==> config.mk <==
export PLATFORM = sky130hd
export DESIGN_NAME = uart_pixel_loader
export DESIGN_NICKNAME = d
export VERILOG_FILES = /design/src/rtl/hdr_pkg.sv /design/src/rtl/avm_read_port.sv /design/src/rtl/uart_pixel_loader.sv
export SDC_FILE = /design/constraint.sdc
export NUM_CORES = 1
export LEC_CHECK = 0
export CAP_MARGIN = 20
export CORE_MARGIN = 8
export CORE_UTILIZATION = 51
export CTS_CLUSTER_SIZE = 30
export DETAILED_ROUTE_END_ITERATION = 8
export PLACE_DENSITY = 0.8
export SETUP_SLACK_MARGIN = 0.05
export SLEW_MARGIN = 30
export SYNTH_ARGS = -nofsm -noshare
export SYNTH_HDL_FRONTEND = slang
export SYNTH_SLANG_ARGS = --single-unit
==> constraint.sdc <==
create_clock -name avm_clk -period 2.4 [get_ports avm_clk]
set_input_delay 0.48 -clock avm_clk [delete_from_list [all_inputs] [get_ports avm_clk]]
set_output_delay 0.48 -clock avm_clk [all_outputs]
set_load 0.02 [all_outputs]
==> src/rtl/hdr_pkg.sv <==
// Shared constants and state encoding for the UART-to-SRAM pixel loader.
package hdr_pkg;

    localparam int         SRAM_AW      = 20;
    localparam int         IMAGE_NUMBER = 4;
    localparam logic [4:0] RX_BASE      = 5'd0;
    localparam logic [4:0] STATUS_BASE  = 5'd8;
    localparam int         RX_OK_BIT    = 7;

    typedef enum logic [2:0] {
        S_SYNC_POLL,
        S_SYNC_READ,
        S_POLL,
        S_READ,
        S_WRITE,
        S_DONE
    } loader_state_e;

endpackage

==> src/rtl/avm_read_port.sv <==
// Single-outstanding Avalon-MM read master: launches one read per request and
// holds it under waitrequest; done_o/data_o are valid in the completing cycle.
module avm_read_port
    import hdr_pkg::*;
(
    input  logic        clk_i,
    input  logic        rst_ni,
    input  logic        req_i,
    input  logic [4:0]  addr_i,
    output logic [4:0]  avm_address_o,
    output logic        avm_read_o,
    input  logic [31:0] avm_readdata_i,
    input  logic        avm_waitrequest_i,
    output logic        done_o,
    output logic [31:0] data_o
);

    logic       read_q;
    logic [4:0] addr_q;

    // Address and read are frozen while a transfer is outstanding; a new read
    // can only start the cycle after completion, leaving one idle cycle.
    always_ff @(posedge clk_i or negedge rst_ni) begin
        if (!rst_ni) begin
            read_q <= 1'b0;
            addr_q <= STATUS_BASE;
        end else if (read_q) begin
            if (!avm_waitrequest_i) begin
                read_q <= 1'b0;
            end
        end else if (req_i) begin
            read_q <= 1'b1;
            addr_q <= addr_i;
        end
    end

    assign avm_address_o = addr_q;
    assign avm_read_o    = read_q;
    assign done_o        = read_q & ~avm_waitrequest_i;
    assign data_o        = avm_readdata_i;

endmodule

==> src/rtl/uart_pixel_loader.sv <==
// Receives IMG_NUM sync-prefixed images from the UART core and streams each
// pixel byte out with a linear SRAM address and a one-cycle write strobe.
module uart_pixel_loader
    import hdr_pkg::*;
#(
    parameter int         IMG_W     = 320,
    parameter int         IMG_H     = 240,
    parameter int         IMG_NUM   = IMAGE_NUMBER,
    parameter logic [7:0] SYNC_BYTE = 8'hA5
) (
    input  logic               avm_clk,
    input  logic               avm_rst,
    output logic [4:0]         avm_address,
    output logic               avm_read,
    input  logic [31:0]        avm_readdata,
    input  logic               avm_waitrequest,
    output logic [7:0]         pixel_value,
    output logic [SRAM_AW-1:0] addr_store,
    output logic               store_valid,
    output logic [1:0]         img_idx,
    output logic               store_finish
);

    localparam logic [SRAM_AW-1:0] PIX_LAST  = SRAM_AW'(IMG_W * IMG_H - 1);
    localparam logic [SRAM_AW-1:0] ADDR_LAST = SRAM_AW'(IMG_NUM * IMG_W * IMG_H - 1);

    loader_state_e      state_q;
    logic [SRAM_AW-1:0] cnt_q;
    logic [SRAM_AW-1:0] pix_q;
    logic [7:0]         pixel_q;
    logic [SRAM_AW-1:0] addr_q;
    logic               valid_q;
    logic [1:0]         img_q;
    logic               finish_q;

    logic        rd_req;
    logic [4:0]  rd_addr;
    logic        rd_done;
    logic [31:0] rd_data;
    logic        unused_rd_hi;

    always_comb begin
        rd_req  = 1'b0;
        rd_addr = STATUS_BASE;
        case (state_q)
            S_SYNC_POLL, S_POLL: begin
                rd_req  = 1'b1;
                rd_addr = STATUS_BASE;
            end
            S_SYNC_READ, S_READ: begin
                rd_req  = 1'b1;
                rd_addr = RX_BASE;
            end
            default: ;
        endcase
    end

    avm_read_port u_port (
        .clk_i             (avm_clk),
        .rst_ni            (avm_rst),
        .req_i             (rd_req),
        .addr_i            (rd_addr),
        .avm_address_o     (avm_address),
        .avm_read_o        (avm_read),
        .avm_readdata_i    (avm_readdata),
        .avm_waitrequest_i (avm_waitrequest),
        .done_o            (rd_done),
        .data_o            (rd_data)
    );

    assign unused_rd_hi = ^rd_data[31:8];

    always_ff @(posedge avm_clk or negedge avm_rst) begin
        if (!avm_rst) begin
            state_q  <= S_SYNC_POLL;
            cnt_q    <= '0;
            pix_q    <= '0;
            pixel_q  <= '0;
            addr_q   <= '0;
            valid_q  <= 1'b0;
            img_q    <= '0;
            finish_q <= 1'b0;
        end else begin
            case (state_q)
                S_SYNC_POLL: begin
                    if (rd_done && rd_data[RX_OK_BIT]) state_q <= S_SYNC_READ;
                end
                S_SYNC_READ: begin
                    if (rd_done) begin
                        state_q <= (rd_data[7:0] == SYNC_BYTE) ? S_POLL : S_SYNC_POLL;
                    end
                end
                S_POLL: begin
                    if (rd_done && rd_data[RX_OK_BIT]) state_q <= S_READ;
                end
                S_READ: begin
                    if (rd_done) begin
                        pixel_q <= rd_data[7:0];
                        addr_q  <= cnt_q;
                        valid_q <= 1'b1;
                        state_q <= S_WRITE;
                    end
                end
                S_WRITE: begin
                    valid_q <= 1'b0;
                    cnt_q   <= cnt_q + 1'b1;
                    if (cnt_q == ADDR_LAST) begin
                        finish_q <= 1'b1;
                        state_q  <= S_DONE;
                    end else if (pix_q == PIX_LAST) begin
                        // Each image must be re-armed by its own sync byte.
                        pix_q   <= '0;
                        img_q   <= img_q + 2'd1;
                        state_q <= S_SYNC_POLL;
                    end else begin
                        pix_q   <= pix_q + 1'b1;
                        state_q <= S_POLL;
                    end
                end
                default: state_q <= S_DONE;
            endcase
        end
    end

    assign pixel_value  = pixel_q;
    assign addr_store   = addr_q;
    assign store_valid  = valid_q;
    assign img_idx      = img_q;
    assign store_finish = finish_q;

endmodule

Figure 1. Routing congestion (run 1).
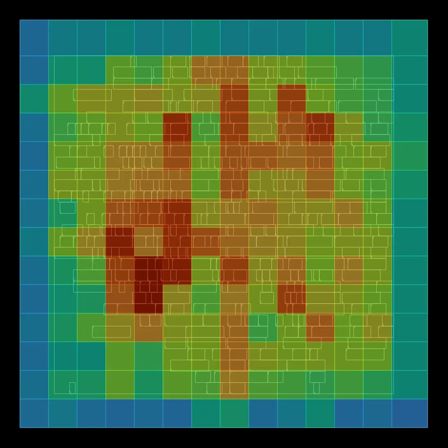
GR peak layer: met2
DR WL/cell: 16.1 µm

Figure 2. Selected gate families (run 1).
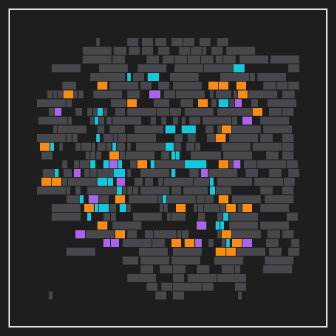
Key: orange = xor and xnor cells [cells 31, most used xnor2_1]; cyan = nor cells [cells 37, most used nor2_1]; purple = and/or cells [cells 16, most used and4_1]
top logic cell by instance count in the layout: dfrtp_1
fin cells: 435
combinational fraction of the cell area: 34.0%

Figure 3. Register map, names as in the netlist (run 1).
Bar = 20 µm.
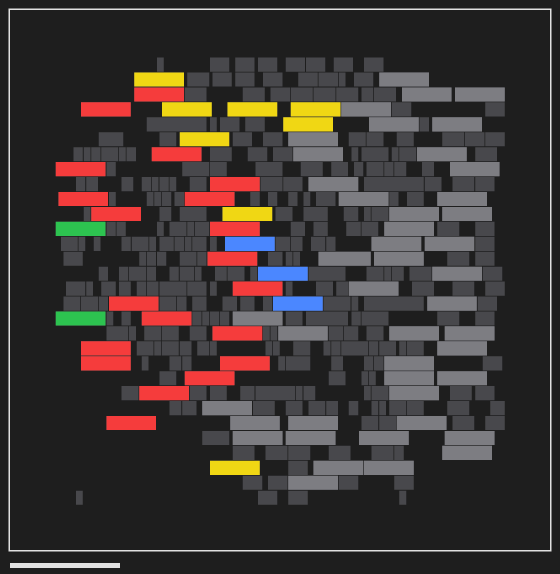
Key: red = pix_q [flops 20]; green = img_idx [flops 2]; yellow = pixel_value [flops 8, where north]; blue = state_q [flops 3]
Another 44 sequential cells are not colored.
P_seq: 1.56 mW
sequential share of cell area: 45.4%
register area: 1930 µm²
Finished Core Util: 63.5%

==> flow_summary_export.csv, run 1 <==
group,metric,value,unit
outcome,status,"completed",
power_and_ir_drop,max-vdd-ir-drop,369,µV
clock_tree,clk_path_buf_depth,2,
clock_tree,cts.sinks,77,
clock_tree,clk_pin_slew_worst_paths,0.08,ns
synthesis,yosysMostFrequentCell,"dfrtp_1",
timing,hold_ws,0.0567,ns
layout,area_delta_synth_final,22.8,%
synthesis,ys_area,3460,µm²
synthesis,yosysCellCount,297,
power_and_ir_drop,p_leak,1.86,nW
clock_tree,hold_buffers,0,
power_and_ir_drop,cellPowerDensity,791,nW/µm²
layout,buf_share,12.0,%
floorplanning,fp.dieH,98.3,µm
power_and_ir_drop,p_int,2.44,mW
layout,n_antenna_cell,0,
power_and_ir_drop,power,3.36,mW
worst_setup_path,slowest_delay,0.62,ns
worst_setup_path,path_max_fanout,17,
timing,setup_viol,0,
routing,vias,2442,
global_routing,grt.total_usage,15.2,%
timing,finalCritPeriodShare,87.9,%
routing,drc_errors,0,
synthesis,top_cells_by_count,"76 x dfrtp_1, 29 x mux2_2, 25 x nand2_1",
layout,fin_nets,387,
worst_setup_path,cp_data_arrival_time,2.34,ns
routing,wl,7020,µm
floorplanning,die_area,9670,µm²
layout,n_clock_buffer,9,
floorplanning,ioPinCount,73,
routing,postRouteAntennaNets,0,
timing,max_freq,474,MHz
worst_setup_path,critPathCaptureType,"flop",
synthesis,top_cells_by_area,"dfrtp_1 55%, mux2_2 9.4%, xnor2_1 6.1%",
synthesis,top_area_cell,"dfrtp_1",
-- run 1: worst reg2reg max path: cells and delay by family, from the launching register on --
kind	cells	cell delay, ns
XOR/XNOR	1	0.17
AND/OR/NAND/NOR	3	0.74
AND-OR/OR-AND	1	0.62
flip-flops	1	0.46
-- run 1: cells by family after synthesis --
| logic type | count (synthesis) | share of synthesized area (%) |
|---|---|---|
| multiplexers | 29 | 9.44 |
| AND/OR/NAND/NOR | 108 | 17.2 |
| adder cells (fa/ha/maj) | 2 | 0.723 |
| AND-OR/OR-AND | 31 | 5.90 |
| buffers and inverters | 18 | 3.00 |
| other | 1 | 0.108 |
| flip-flops | 77 | 55.8 |
| XOR/XNOR | 31 | 7.85 |
-- run 1: final timing paths --
kind,to,cells past startpoint
setup / recovery,pix_q[6]$_DFFE_PN0P_,5
hold / removal,addr_store[7]$_DFFE_PN0P_,1
setup reg to reg,pix_q[6]$_DFFE_PN0P_,5
hold reg to reg,img_idx[1]$_DFFE_PN0P_,1
max in group asynchronous,pix_q[19]$_DFFE_PN0P_,2
min in group avm_clk,img_idx[1]$_DFFE_PN0P_,1
-- run 1: metal layers --
metal	global-route usage, %	wire, µm	vias to the layer above
li1	-	-	1156
met1	17.2	2900	1213
met2	27.0	3720	62
met3	3.70	305	11
met4	5.90	95	0
met5	0	0	-
-- run 1: layout by cell type (no fill, tap or decap), drive strengths merged, types with 4 or more instances in the layout --
cell            n
dfrtp          76
clkdlybuf4s50  43
mux2           29
nand2          25
xnor2          24
nor2           19
nand3          17
o21ai          13
nand4          10
clkbuf          9
buf             9
xor2            7
nor3            7
inv             7
a21oi           6
and4            5
o31ai           5
nor4b           4
and2            4
conb            4
## Run 2: what changed since run 1
--- a/config.mk
+++ b/config.mk
@@ -10,8 +10,10 @@
 export CORE_UTILIZATION = 51
 export CTS_CLUSTER_SIZE = 30
 export DETAILED_ROUTE_END_ITERATION = 8
+export GPL_ROUTABILITY_DRIVEN = 0
 export PLACE_DENSITY = 0.8
 export SETUP_SLACK_MARGIN = 0.05
+export SKIP_CTS_REPAIR_TIMING = 1
 export SLEW_MARGIN = 30
 export SYNTH_ARGS = -nofsm -noshare
 export SYNTH_HDL_FRONTEND = slang
Figure 4. Selected gate families (run 2).
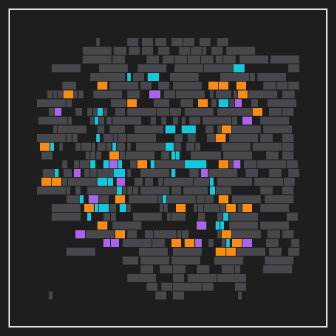
Key: cyan = nor cells [cells 37, most used nor2_1]; orange = xor and xnor cells [cells 31, most used xnor2_1]; purple = and/or cells [cells 16, most used and4_1]

==> flow_summary_export.csv, run 2 <==
group,metric,value,unit
synthesis,aoi_share,5.90,%
worst_setup_path,path_max_fanout,17,
global_routing,busiest_layer,"met2",
floorplanning,ioPinCount,73,
synthesis,yosysMostFrequentCell,"dfrtp_1",
routing,postRouteAntennaNets,0,
power_and_ir_drop,cellPowerDensity,791,nW/µm²
routing,vias,2442,
timing,hold_ws,0.0567,ns
layout,area_delta_synth_final,22.8,%
synthesis,ys_sh_simple,17.2,%
global_routing,use_met1,17.2,%
outcome,status,"completed",
power_and_ir_drop,max-vdd-ir-drop,369,µV
synthesis,adder_share,0.724,%
synthesis,xor_area_share,7.85,%
synthesis,top_cells_by_count,"76 x dfrtp_1, 29 x mux2_2, 25 x nand2_1",
floorplanning,die_area,9670,µm²
floorplanning,fp.dieH,98.3,µm
worst_setup_path,cp_data_arrival_time,2.34,ns
layout,layout_top_cell,"dfrtp_1",
routing,wl,7020,µm
Figure 5. Routing congestion (run 2).
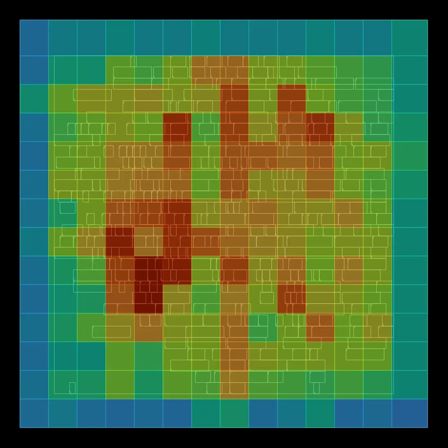
total track usage: 15.2%
grt met3 use: 3.70%
M2 GR Usage: 27.0%

==> run 2: worst max-delay path: cells and delay by family (launching register included) <==
| kind | cells | cell delay [ns] |
|---|---|---|
| compound gates | 1 | 0.62 |
| xor+xnor | 1 | 0.17 |
| flops | 1 | 0.46 |
| simple gates | 3 | 0.73 |
==> run 2: path summary, 6_finish.rpt <==
check                                        from                        end  slack [ns]  cells after the start
setup / recovery            cnt_q[12]$_DFFE_PN0N_       pix_q[6]$_DFFE_PN0P_        0.29                      5
hold / removal                            avm_rst  addr_store[7]$_DFFE_PN0P_        0.06                      1
setup reg to reg            cnt_q[12]$_DFFE_PN0N_       pix_q[6]$_DFFE_PN0P_        0.29                      5
hold reg to reg            img_idx[1]$_DFFE_PN0P_     img_idx[1]$_DFFE_PN0P_        0.48                      1
max in group asynchronous                 avm_rst      pix_q[19]$_DFFE_PN0P_        1.77                      2
min in group avm_clk       img_idx[1]$_DFFE_PN0P_     img_idx[1]$_DFFE_PN0P_        0.48                      1
==> run 2: layer usage <==
layer  vias up  share of wire [%]
li1       1156                  -
met1      1213                 41
met2        62                 53
met3        11                4.3
met4         0                1.4
met5         -                  0
==> run 2: area by class of cell <==
type                    instances  area [µm²]
repair buffers                 52         510
clock inverters                 7         121
fillers                       521        2440
inverters                       5        18.8
clock buffers                   9         124
flip-flops and latches         77        1930
well taps                      80         100
multi-input cells             205        1440
==> run 2: report_power, final <==
group          internal, mW  total [mW]  switching [mW]  leakage, nW
clock                 0.698        1.20           0.499        0.124
sequential             1.44        1.56           0.122         1.05
combinational         0.306       0.600           0.294        0.681
total                  2.44        3.36           0.915         1.86
==> run 2: cells by family after synthesis <==
logic type | Yosys count
simple gates | 108
flops | 77
compound gates | 31
xor+xnor | 31
mux | 29
buf+inv | 18
fa+ha+maj | 2
other cells | 1
Power figures rest on the tool's default switching activity, not on a simulated workload.
